**config.mk**
```make
export PLATFORM = sky130hd
export DESIGN_NAME = uart_rx_deser
export DESIGN_NICKNAME = d
export VERILOG_FILES = /design/src/rtl/uart_rx_deser.sv
export SDC_FILE = /design/constraint.sdc
export NUM_CORES = 1
export LEC_CHECK = 0
export CORE_ASPECT_RATIO = 0.75
export CORE_MARGIN = 3
export CORE_UTILIZATION = 30
export CTS_CLUSTER_SIZE = 8
export DETAILED_ROUTE_END_ITERATION = 10
export PLACE_DENSITY_LB_ADDON = 0.3
export SLEW_MARGIN = 0
export SYNTH_ARGS = -nofsm -noshare
export SYNTH_HDL_FRONTEND = slang
export SYNTH_SLANG_ARGS = --single-unit
```
**constraint.sdc**
```tcl
create_clock -name wb_clk_i -period 3.69 [get_ports wb_clk_i]
set_clock_uncertainty 0.1 [all_clocks]
set_input_delay 0.738 -clock wb_clk_i [delete_from_list [all_inputs] [get_ports wb_clk_i]]
set_output_delay 0.738 -clock wb_clk_i [all_outputs]
set_load 0.005 [all_outputs]
```
**src/rtl/uart_rx_deser.sv**
```systemverilog
// rtl/uart_rx_deser.sv - UART 8N1 receiver with FWFT receive FIFO; UART_RX_PARITY_EN adds an even parity bit (8E1)
module uart_rx_deser #(
  parameter int FIFO_DEPTH = 8
) (
  input  logic        wb_clk_i,
  input  logic        wb_rst_i,
  input  logic        uart_rx,
  input  logic        rx_en,
  input  logic [15:0] prescale,
  output logic [7:0]  rd_data,
  output logic        rd_valid,
  input  logic        rd_ready,
  output logic [4:0]  fifo_level,
  output logic        frame_err,
  output logic        overrun_err,
  output logic        parity_err,
  input  logic        err_clr
);

  localparam int AW = (FIFO_DEPTH > 1) ? $clog2(FIFO_DEPTH) : 1;

  typedef enum logic [2:0] {IDLE, START, DATA, PARITY, STOP} state_t;

  state_t      state;
  logic        rx_s1, rx_s2, rx_prev;
  logic [2:0]  fill;
  logic [15:0] presc_cnt;
  logic [3:0]  tick_cnt;
  logic [2:0]  bit_cnt;
  logic [7:0]  shift;
  logic        push_vld;
  logic [7:0]  push_byte;
  logic        frame_evt;
`ifdef UART_RX_PARITY_EN
  logic        par_bad;
  logic        parity_evt;
`endif
  logic        tick, start_edge;

  // fill keeps edge detection off until rx_prev holds a real line sample, so a
  // line held low across reset release is not mistaken for a start bit
  always_ff @(posedge wb_clk_i or posedge wb_rst_i) begin
    if (wb_rst_i) begin
      rx_s1   <= 1'b1;
      rx_s2   <= 1'b1;
      rx_prev <= 1'b1;
      fill    <= 3'b000;
    end else begin
      rx_s1   <= uart_rx;
      rx_s2   <= rx_s1;
      rx_prev <= rx_s2;
      fill    <= {fill[1:0], 1'b1};
    end
  end

  assign start_edge = fill[2] & rx_prev & ~rx_s2 & rx_en;
  assign tick       = (state != IDLE) && (presc_cnt == prescale);

  always_ff @(posedge wb_clk_i or posedge wb_rst_i) begin
    if (wb_rst_i) begin
      state      <= IDLE;
      presc_cnt  <= 16'd0;
      tick_cnt   <= 4'd0;
      bit_cnt    <= 3'd0;
      shift      <= 8'd0;
      push_vld   <= 1'b0;
      push_byte  <= 8'd0;
      frame_evt  <= 1'b0;
`ifdef UART_RX_PARITY_EN
      par_bad    <= 1'b0;
      parity_evt <= 1'b0;
`endif
    end else begin
      push_vld  <= 1'b0;
      frame_evt <= 1'b0;
`ifdef UART_RX_PARITY_EN
      parity_evt <= 1'b0;
`endif
      if (state == IDLE || !rx_en || tick)
        presc_cnt <= 16'd0;
      else
        presc_cnt <= presc_cnt + 16'd1;

      if (!rx_en) begin
        state    <= IDLE;
        tick_cnt <= 4'd0;
      end else begin
        case (state)
          IDLE: if (start_edge) begin
            state    <= START;
            tick_cnt <= 4'd0;
          end
          START: if (tick) begin
            if (tick_cnt == 4'd7) begin
              tick_cnt <= 4'd0;
              bit_cnt  <= 3'd0;
`ifdef UART_RX_PARITY_EN
              par_bad  <= 1'b0;
`endif
              state    <= rx_s2 ? IDLE : DATA;
            end else begin
              tick_cnt <= tick_cnt + 4'd1;
            end
          end
          DATA: if (tick) begin
            tick_cnt <= tick_cnt + 4'd1;
            if (tick_cnt == 4'd15) begin
              shift   <= {rx_s2, shift[7:1]};
              bit_cnt <= bit_cnt + 3'd1;
`ifdef UART_RX_PARITY_EN
              if (bit_cnt == 3'd7) state <= PARITY;
`else
              if (bit_cnt == 3'd7) state <= STOP;
`endif
            end
          end
`ifdef UART_RX_PARITY_EN
          PARITY: if (tick) begin
            tick_cnt <= tick_cnt + 4'd1;
            if (tick_cnt == 4'd15) begin
              if ((^shift) ^ rx_s2) begin
                par_bad    <= 1'b1;
                parity_evt <= 1'b1;
              end
              state <= STOP;
            end
          end
`endif
          STOP: if (tick) begin
            tick_cnt <= tick_cnt + 4'd1;
            if (tick_cnt == 4'd15) begin
              if (rx_s2) begin
`ifdef UART_RX_PARITY_EN
                push_vld <= ~par_bad;
`else
                push_vld <= 1'b1;
`endif
                push_byte <= shift;
              end else begin
                frame_evt <= 1'b1;
              end
              state <= IDLE;
            end
          end
          default: state <= IDLE;
        endcase
      end
    end
  end

  logic [7:0]    mem [FIFO_DEPTH];
  logic [AW-1:0] wr_ptr, rd_ptr;
  logic [4:0]    count;
  logic          full, pop, do_wr, overrun_evt;

  assign full        = (count == 5'(FIFO_DEPTH));
  assign pop         = rd_valid & rd_ready;
  assign do_wr       = push_vld & (~full | pop);
  assign overrun_evt = push_vld & full & ~pop;
  assign rd_valid    = (count != 5'd0);
  assign rd_data     = rd_valid ? mem[rd_ptr] : 8'd0;
  assign fifo_level  = count;

  always_ff @(posedge wb_clk_i) begin
    if (do_wr) mem[wr_ptr] <= push_byte;
  end

  always_ff @(posedge wb_clk_i or posedge wb_rst_i) begin
    if (wb_rst_i) begin
      wr_ptr <= '0;
      rd_ptr <= '0;
      count  <= 5'd0;
    end else begin
      if (do_wr) wr_ptr <= wr_ptr + AW'(1);
      if (pop)   rd_ptr <= rd_ptr + AW'(1);
      count <= count + 5'(do_wr) - 5'(pop);
    end
  end

  // an error event in the same cycle as err_clr keeps the flag set
  always_ff @(posedge wb_clk_i or posedge wb_rst_i) begin
    if (wb_rst_i) begin
      frame_err   <= 1'b0;
      overrun_err <= 1'b0;
    end else begin
      frame_err   <= (frame_err & ~err_clr) | frame_evt;
      overrun_err <= (overrun_err & ~err_clr) | overrun_evt;
    end
  end

`ifdef UART_RX_PARITY_EN
  always_ff @(posedge wb_clk_i or posedge wb_rst_i) begin
    if (wb_rst_i) parity_err <= 1'b0;
    else          parity_err <= (parity_err & ~err_clr) | parity_evt;
  end
`else
  assign parity_err = 1'b0;
`endif

endmodule

```
Run 1, selected gate families:
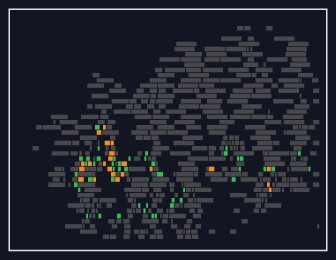
Key: orange = inverting AOI/OAI gates [cells 22, most used a21oi_1]; green = NAND gates [cells 45, most used nand2_1]
tally of non-filler cells in the final layout: 717
most common library cell in the layout ignoring fill and taps: sky130_fd_sc_hd__edfxtp_1
multi-input gate share of the layout cell area: 0.292

Run 1, cell classes on the final placement:
Scale bar: 50 um.
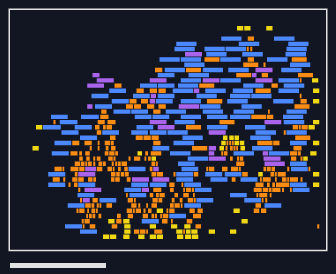
Key: orange = combinational and other logic [cells 266]; purple = clock drivers and dummy loads [cells 32]; blue = flops [cells 127]; yellow = other buffers and delay cells [cells 50]
Std-Cell Core Area: 18100 sq um
final core utilization: 0.387

==> results.txt, run 1 <==
Numbers from the implementation run.

The minimum setup slack after placement is 0.496 ns. TritonCTS built the clock tree. The global-route total usage across every layer is 0.114. For reference, the clock transition at the flip-flops on the worst setup and hold paths is 0.06 ns. The first global-routing pass estimated 18100 um of wire. The initial antenna violation count is 0. Counting instances in the post-synthesis netlist gives the leading cell types as sky130_fd_sc_hd__edfxtp_1 (64), sky130_fd_sc_hd__dfrtp_1 (60), sky130_fd_sc_hd__nor2_1 (41). The part of the power in registers is 0.372.

From the final report, the count of setup violators was given as 0. Setup repair after global routing left no endpoint under its margin. The root buffer selected by CTS is sky130_fd_sc_hd__clkbuf_16. The CTS report gives the tree buffer count as 17.

In the final layout, the registers with the most flip-flops are mem x64, presc_cnt x16. The worst hold-check path type is reg2reg. The post-synthesis cell type with the largest combined area is sky130_fd_sc_hd__edfxtp_1. By area the synthesized netlist is led by sky130_fd_sc_hd__edfxtp_1 (34%), sky130_fd_sc_hd__dfrtp_1 (26%), sky130_fd_sc_hd__mux4_2 (6.4%). The total die size is 20600 sq um. The detail route stage leaves a number of antenna-violating nets equal to 0.

The worst flop-to-flop path startpoint is fifo_level[1]. In the final layout, the share of cells above drive strength 1 is 0.204. The critical path maximum fanout is 18.

Summed over all failing endpoints, the final setup total negative slack is 0 ns. The slew of the pin with the lowest slew margin is 0.814 ns. IR analysis of the VDD net gives a maximum drop of 0.522 mV.

The worst setup path is launched from a register. The number of warnings issued by yosys is 0. During I/O placement, the number of pins put on the boundary was 39. The average vias per placed instance is 4.58. The number of gates resized after CTS is 0. Subtracting the final worst setup slack from the clock period gives 3.25 ns. The number of nets in the synthesized netlist is 442.

The data arrival time of the critical path is 2.41 ns. The number of violations of the max-capacitance limit is 0. The detailed-route DRC error count is 0. The hold buffer count at CTS is 0. The number of register bits inferred by synthesis is 127. The height of the die is 125 um.

After detailed routing, the average wire length per cell comes to 15.2 um. The worst path meets setup with 0.439 ns of slack. STA classifies the critical path endpoint as an output pin. After filler insertion, the fill cell instance count of the layout stands at 1727. The commonest register cell after synthesis is sky130_fd_sc_hd__edfxtp_1. The quantity of I/O buffers inserted on ports is 37. The level count of the clock H-tree is 4. The final layout contains routed wiring with a total length of 10900 um. Per the post-synthesis stats, the area per cell is 14.0 sq um.

The internal power consumption is 3.26 mW. The number of standard cells reported by yosys is 406. The switching part of the total power is 0.295. Post-route period utilization is reported as 0.881. The HPWL after detailed placement is 7510 um. Of the synthesized area, sequential elements account for 0.617.

The chip area from the yosys synthesis statistics is 5670 sq um. The CTS log lists the clock sinks for this run as 127. The cell count after placement is 685. Entering global routing, the biggest net connects 64 pins.

The register containing the most flip-flops in the final layout is mem. For the worst flop-to-flop path, the logic depth is 15. The routed layout has 3282 vias. The type of the setup path with the least slack is reg2out. The final global-route overflow total is 0. The worst hold slack across all endpoints is 0.247 ns. Synthesis produced a netlist whose cell count is 406.

The initial detailed-routing violation count is 207. The total number of warnings across the stage logs is 28. The via count of the first global-routing pass is 3406.

Summing all non-filler instances in the final layout gives an area of 7000 sq um. The library cells used most frequently in the layout, excluding fill and tap cells, are sky130_fd_sc_hd__edfxtp_1 (64), sky130_fd_sc_hd__dfrtp_1 (60), sky130_fd_sc_hd__nor2_1 (41). The signed area change from the synthesized netlist to the final layout is 23.3%. The power density over the cells is 662 nW/um^2. The critical path launch point is rd_ptr[1]. In the final layout, the multi-input gates occupy 2050 sq um.

The number of antenna diodes in the final layout is 0. The register area is 3500 sq um. The number of hold violations in the final report is 0. Of the total power, combinational logic draws 0.255. Timing would allow up to 308 MHz.

Row generation in the floorplan step produced 42 rows. The static leakage power is 2.76 nW. The final weighted congestion recorded by global placement is 0.770. Counting distinct cell types in the post-synthesis netlist gives 52. The effective utilization at floorplan is 0.314.

The slew check shows that the tightest pin keeps a relative margin of 0.457. The post-synthesis instance area is 5670 sq um. The placement stage leaves a total instance area of 6380 sq um. In this run, synthesis inferred 64 flip-flops with an integrated enable.

The run finished with clean final reports. By instance count, the leading cell after synthesis is sky130_fd_sc_hd__edfxtp_1. For this run, the post-layout net count is 498. The number of iterations in the first detailed-routing pass is 4. From left edge to right edge, the die measures 165 um.

The overall power consumption is 4.63 mW. The number of buffers inserted to repair setup after CTS is 0. Looking at the clock tree report, the maximum root-to-sink buffer count equals 2.

The number of flip-flops in the largest register is 64. The switching component of the power is 1.37 mW. Per the hold report, the tightest min-delay path originates at fill[1].

Per the synth stats, the proportion of register bits with asynchronous set or reset is 0.496. The number of cells on the worst hold path is 0. Counting pins that exceed their max-slew limit in the final report gives 0. The data required time of the worst path is 2.85 ns. The area fraction of the largest cell type after synthesis is 0.339.
Run 1, signal wires on met2:
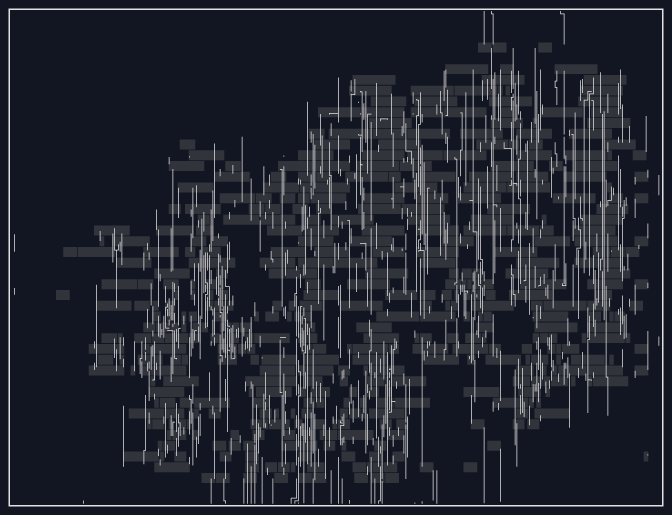
418 nets have wire on it. The layer holds 46% of the routed length. The layer carries 4980 um of wire. The longest straight run is 52.7 um.

Run 1, clock distribution:
Scale bar: 50 um.
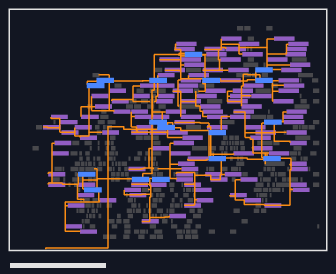
Key: orange = clock wires [length 1670 um]; purple = flip-flops [count 127]; blue = clock drivers [count 17]
There are 18 routed clock nets.
clock group power: 1.73 mW
insertion delay to the later sink of the worst-skew pair: 0.41 ns
Clock power frac: 0.373

run 1: cell families (layout without fill, tap and decap cells):
group           Yosys count  after routing  synth area share
other cells               2              2           0.00132
compound gates           27             27            0.0335
flops                   127            127             0.617
simple gates            118            118             0.107
mux                      48             48             0.125
xor+xnor                 40             40            0.0617
buf+inv                  30             99            0.0223
fa+ha+maj                14             14            0.0322
run 1: power by group through the flow:
stage	Sequential (mW)	Clock [mW]	Combinational [mW]
floorplan	1.64	0	0.875
global placement	1.75	0	1.18
detailed placement	1.75	0	1.19
CTS	1.73	1.77	1.20
global route	1.75	1.84	1.32
finish	1.72	1.73	1.18
run 1: area by class of cell:
type                    instances  area share
clock inverters                15      0.0272
inverters                      17     0.00912
repair buffers                 50      0.0669
clock buffers                  17      0.0608
multi-input cells             249       0.292
well taps                     242      0.0433
flip-flops and latches        127       0.500
run 1: per-layer routing:
layer	global-route usage	part of all wire	up-vias
met5	0	0	-
met1	0.161	0.50	1644
met2	0.168	0.46	43
met4	0.0429	0.011	0
li1	-	-	1588
met3	0.0327	0.035	7
run 1: worst max-delay path: stages (launching register included):
cell	delay, ns
sky130_fd_sc_hd__dfrtp_1	0.87
sky130_fd_sc_hd__mux4_2	0.44
sky130_fd_sc_hd__mux2i_1	0.16
sky130_fd_sc_hd__nor2_1	0.07
sky130_fd_sc_hd__clkdlybuf4s50_1	0.46
run 1: worst paths after layout:
check,endpoint,slack (ns)
worst max-delay path,rd_data[6],0.44
worst min-delay path,fill[2],0.25
worst max register to register,fifo_level[4],0.63
worst min register to register,fill[2],0.25
max in group asynchronous,push_byte[2],2.20
min in group asynchronous,presc_cnt[10],0.76
Run 1, cell placement:
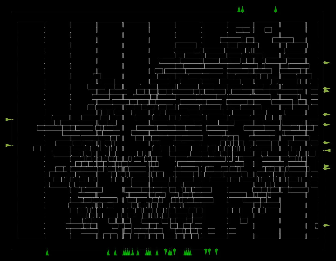

--- run 2 (diff from run 1) ---
Settings changed: ABC_AREA from default to 1.
Run 2, cell placement:
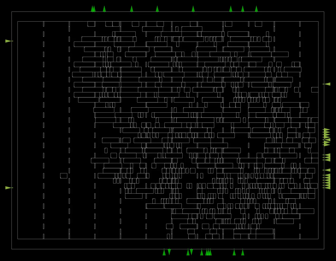
flop share of the area: 0.487
Std-Cell Core Area: 18900 sq um
Flop Count: 127
Fill cells: 1882
Row Count: 43

==> run 2 against run 1 <==
Net effect: global-route usage is 1.3 points higher; register-to-register slack worse by 0.10 ns; final cell count increased by 30%; combinational power up 6%; sequential cell count unchanged; largest cell class unchanged; clock power down 8%; routed wire length rose by 18%; clock-buffer cell count is the same; sequential power about the same; first-iteration DRC count grew 21%; synthesized cell count increased by 53%; non-clock buffer count rose by 2.
==> results.txt, run 2 <==
Numbers from the implementation run.

The slew of the pin with the lowest slew margin is 0.575 ns. The worst hold slack across all endpoints is 0.255 ns. The leading cell type by number of instances after synthesis is sky130_fd_sc_hd__nand2_1.

The tally of nets with antenna violations remaining after routing is 0. The worst-case headroom to the max-slew limit is 0.617. The initial detailed-routing violation count is 251. The timing report notes that buffer and inverter cells on the critical path total 5. Per the synth stats, the flop cell with the highest instance count is sky130_fd_sc_hd__edfxtp_1. TritonCTS built the clock tree.

For this run, the slowest stage of the critical path takes 0.41 ns. The die outline width is 168 um. Of the synthesized area, sequential elements account for 0.591. Setup repair after global routing left no endpoint under its margin.

The fraction of met3 tracks used by global routing is 0.0432. From the final report, the count of setup violators was given as 0. On met2, the global router reports a usage of 0.180. The critical path is of the reg2reg type. The cell that appears most often on the critical path is sky130_fd_sc_hd__inv_1. The report counts max-capacitance violations totalling 0. The weighted congestion at the end of routability-driven global placement is 0.819.

The clock-pin slew on the worst setup and hold paths is 0.06 ns. The number of instances in the synthesized netlist is 623. The routed design shows a via density per instance of 4.62. The placement stage leaves a total instance area of 6620 sq um. The tree is rooted in a sky130_fd_sc_hd__clkbuf_16. The critical path goes through inv_1 -> ha_1 -> nand4_2 -> nand2_2 -> inv_1 -> nor2_1 -> nor2_2 -> inv_1 -> ha_1 -> inv_1 -> ha_1 -> inv_1 -> fa_1 -> o21ai_0 -> a21oi_1 -> xor2_1. The number of CTS-inserted buffers is 17. The met2 layer wire length in the routed design is 5390 um. The power of the clock network is 1.60 mW. The power report attributes to the clock group a share of 0.353.

STA classifies the critical path endpoint as a register. Post-CTS repair changed the size of 0 cells. Internal power comes to 3.01 mW.

The post-synthesis cell type with the largest combined area is sky130_fd_sc_hd__edfxtp_1. The initial utilization of the core area, before any placement, comes to 0.313. The share of the core filled with cells is 0.380. The top-level I/O count is 39. The number of warnings issued by yosys is 0.

The count of pins over their slew limit is 0. The longest clock path from root to sink contains 2 buffers. Looking at the post-CTS report, the setup buffer insertion count equals 0. The peak fanout along the critical path is 10. Input and output buffers added on the ports amount to 37. The number of hold violations in the final report is 0.

The detailed router put a total of 6860 um of wire on met1. The initial antenna violation count is 0. The area growth from synthesis to layout is 21.4%.

The total die size is 21500 sq um. After layout, the design draws a total of 4.54 mW. The number of standard cells in the final layout excluding fillers is 935. The height of the die is 128 um.

Counting tap cells, the placed design contains a total of 903 instances. The final worst setup slack is 0.526 ns. The maximum clock frequency is 316 MHz. The detailed router used layers up to and including met4. The insertion delay of the later-clocked pin in the worst-skew pair is 0.42 ns. Setup total negative slack on the finished layout was measured at 0 ns. The register containing the most flip-flops in the final layout is mem. The static leakage power is 3.24 nW.

Sorting the synthesized cells by area gives the leading types as sky130_fd_sc_hd__edfxtp_1 (32%), sky130_fd_sc_hd__dfrtp_1 (25%), sky130_fd_sc_hd__nand2_1 (8.5%). The global-route total usage across every layer is 0.127. The net count after synthesis is 659. According to the dpl log, the detail-placed design has an HPWL of 8900 um. The total number of warnings across the stage logs is 28. The data arrival time of the critical path is 3.36 ns. Once layout is done, the placed cells without fillers occupy 7190 sq um. Grouping stages by cell kind, the critical path spends the most delay in adder cells. The power report attributes to the combinational group a share of 0.274. The slowest stage of the critical path belongs to the cell sky130_fd_sc_hd__dfrtp_1.

The final global-route overflow total is 0. Subtracting the final worst setup slack from the clock period gives 3.16 ns. The global routing stage identified its most utilized layer as met1. The ratio of cells with drive above 1 in the final layout is 0.0988. The power density over the cells is 632 nW/um^2. The switching part of the total power is 0.337. By instance count after routing, the leading logic cell types are sky130_fd_sc_hd__nand2_1 (134), sky130_fd_sc_hd__nor2_1 (121), sky130_fd_sc_hd__edfxtp_1 (64). The first global-routing pass estimated 21500 um of wire. For this design, Yosys synthesis ends with a cell count of 623. The largest vdd supply drop is 0.377 mV.

The pin count of the biggest net entering global routing is 35. Yosys reports that the most numerous cell types are sky130_fd_sc_hd__nand2_1 (134), sky130_fd_sc_hd__nor2_1 (121), sky130_fd_sc_hd__edfxtp_1 (64). The part of the power in registers is 0.373. The number of iterations in the first detailed-routing pass is 4.

The wire length after detailed routing is 12900 um. The power consumed by combinational cells is 1.25 mW. The number of flip-flops in the largest register is 64. In this run the power spent charging and discharging nets is 1.53 mW.

Dividing the synthesized area by the synthesized cell count gives 9.51 sq um. The via total after detailed routing is 4320. The group drawing the most power is sequential cells. The area fraction of the largest cell type after synthesis is 0.325. Data on the critical path is required at its endpoint by 3.88 ns.

The run finished with clean final reports. The number of hold buffers added after CTS was 0. The number of register bits inferred by synthesis is 127. The global routing report lists met1 layer usage as 0.186. The flip-flop and latch power is 1.69 mW. The startpoint class of the critical path is a register.

The type recorded for the worst min-delay path is reg2reg. Yosys mapped a number of flops with a built-in enable equal to 64. For this sky-water flow run, the detailed-routed wirelength per cell is reported as 13.8 um. Clock tree synthesis found a total of 127 sinks. In the final layout, the registers with the most flip-flops are mem x64, presc_cnt x16. The chip area from the yosys synthesis statistics is 5920 sq um. The routed length on met3 is 518 um. The via count of the first global-routing pass is 4261.

The most frequent logic cell in the layout is sky130_fd_sc_hd__nand2_1. The fraction of synthesis flops using an asynchronous set or reset pin is 0.496. The minimum setup slack after placement is 0.349 ns. The H-tree generated during clock tree synthesis spans 4 levels. The antenna diode count is 0. The number of library cell types mapped by synthesis is 35.

The count of nets after finishing is 711. Summing every instance area after synthesis gives 5920 sq um. The detailed-route DRC error count is 0. The final timing summary puts the cycle share of the worst path at 0.857.
Run 2, clock distribution:
Scale bar: 50 um.
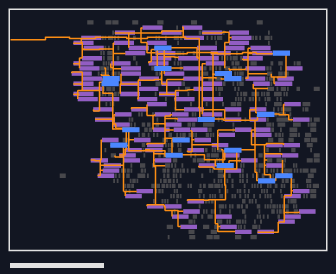
Key: orange = clock wires [length 1750 um]; blue = clock drivers [count 17]; purple = flip-flops [count 127]
There are 18 routed clock nets.

## run 2: cell types whose count changed in the layout (fill, tap and decap cells not counted), moves of 15 or more
cell / before / now
sky130_fd_sc_hd__o32ai_1: 1 / 16
sky130_fd_sc_hd__xnor2_1: 22 / 5
sky130_fd_sc_hd__mux4_2: 16 / 0
sky130_fd_sc_hd__mux2_2: 24 / 0
sky130_fd_sc_hd__o21ai_0: 2 / 31
sky130_fd_sc_hd__nand4_1: 4 / 33
sky130_fd_sc_hd__nor2_1: 41 / 121
sky130_fd_sc_hd__nand2_1: 19 / 134
sky130_fd_sc_hd__inv_1: 16 / 55
## run 2: logic make-up (layout without fill, tap and decap cells)
logic type / after synthesis / after routing / synth area share
compound gates: 55 / 55 / 0.0579
buf+inv: 81 / 146 / 0.0547
other cells: 2 / 2 / 0.00127
xor+xnor: 20 / 20 / 0.0296
simple gates: 324 / 324 / 0.234
fa+ha+maj: 14 / 14 / 0.0308
flops: 127 / 127 / 0.591
## run 2: area by class of cell
type / count / area (sq um) / area share
flip-flops and latches: 127 / 3500 / 0.487
inverters: 62 / 233 / 0.0324
clock buffers: 17 / 425 / 0.0592
repair buffers: 52 / 483 / 0.0672
multi-input cells: 415 / 2100 / 0.292
well taps: 247 / 309 / 0.0430
clock inverters: 15 / 139 / 0.0193
## run 2: final timing paths
check / endpoint / slack [ns] / cells after the start / startpoint
hold reg to reg: rx_s2 / 0.25 / 0 / rx_s1
setup reg to reg: fifo_level[4] / 0.53 / 16 / fifo_level[2]
hold / removal: rx_s2 / 0.25 / 0 / rx_s1
max in group asynchronous: rx_s2 / 2.31 / 3 / wb_rst_i
min in group asynchronous: presc_cnt[7] / 0.47 / 2 / wb_rst_i
setup / recovery: fifo_level[4] / 0.53 / 16 / fifo_level[2]
Power is estimated from default activity; no workload was simulated.
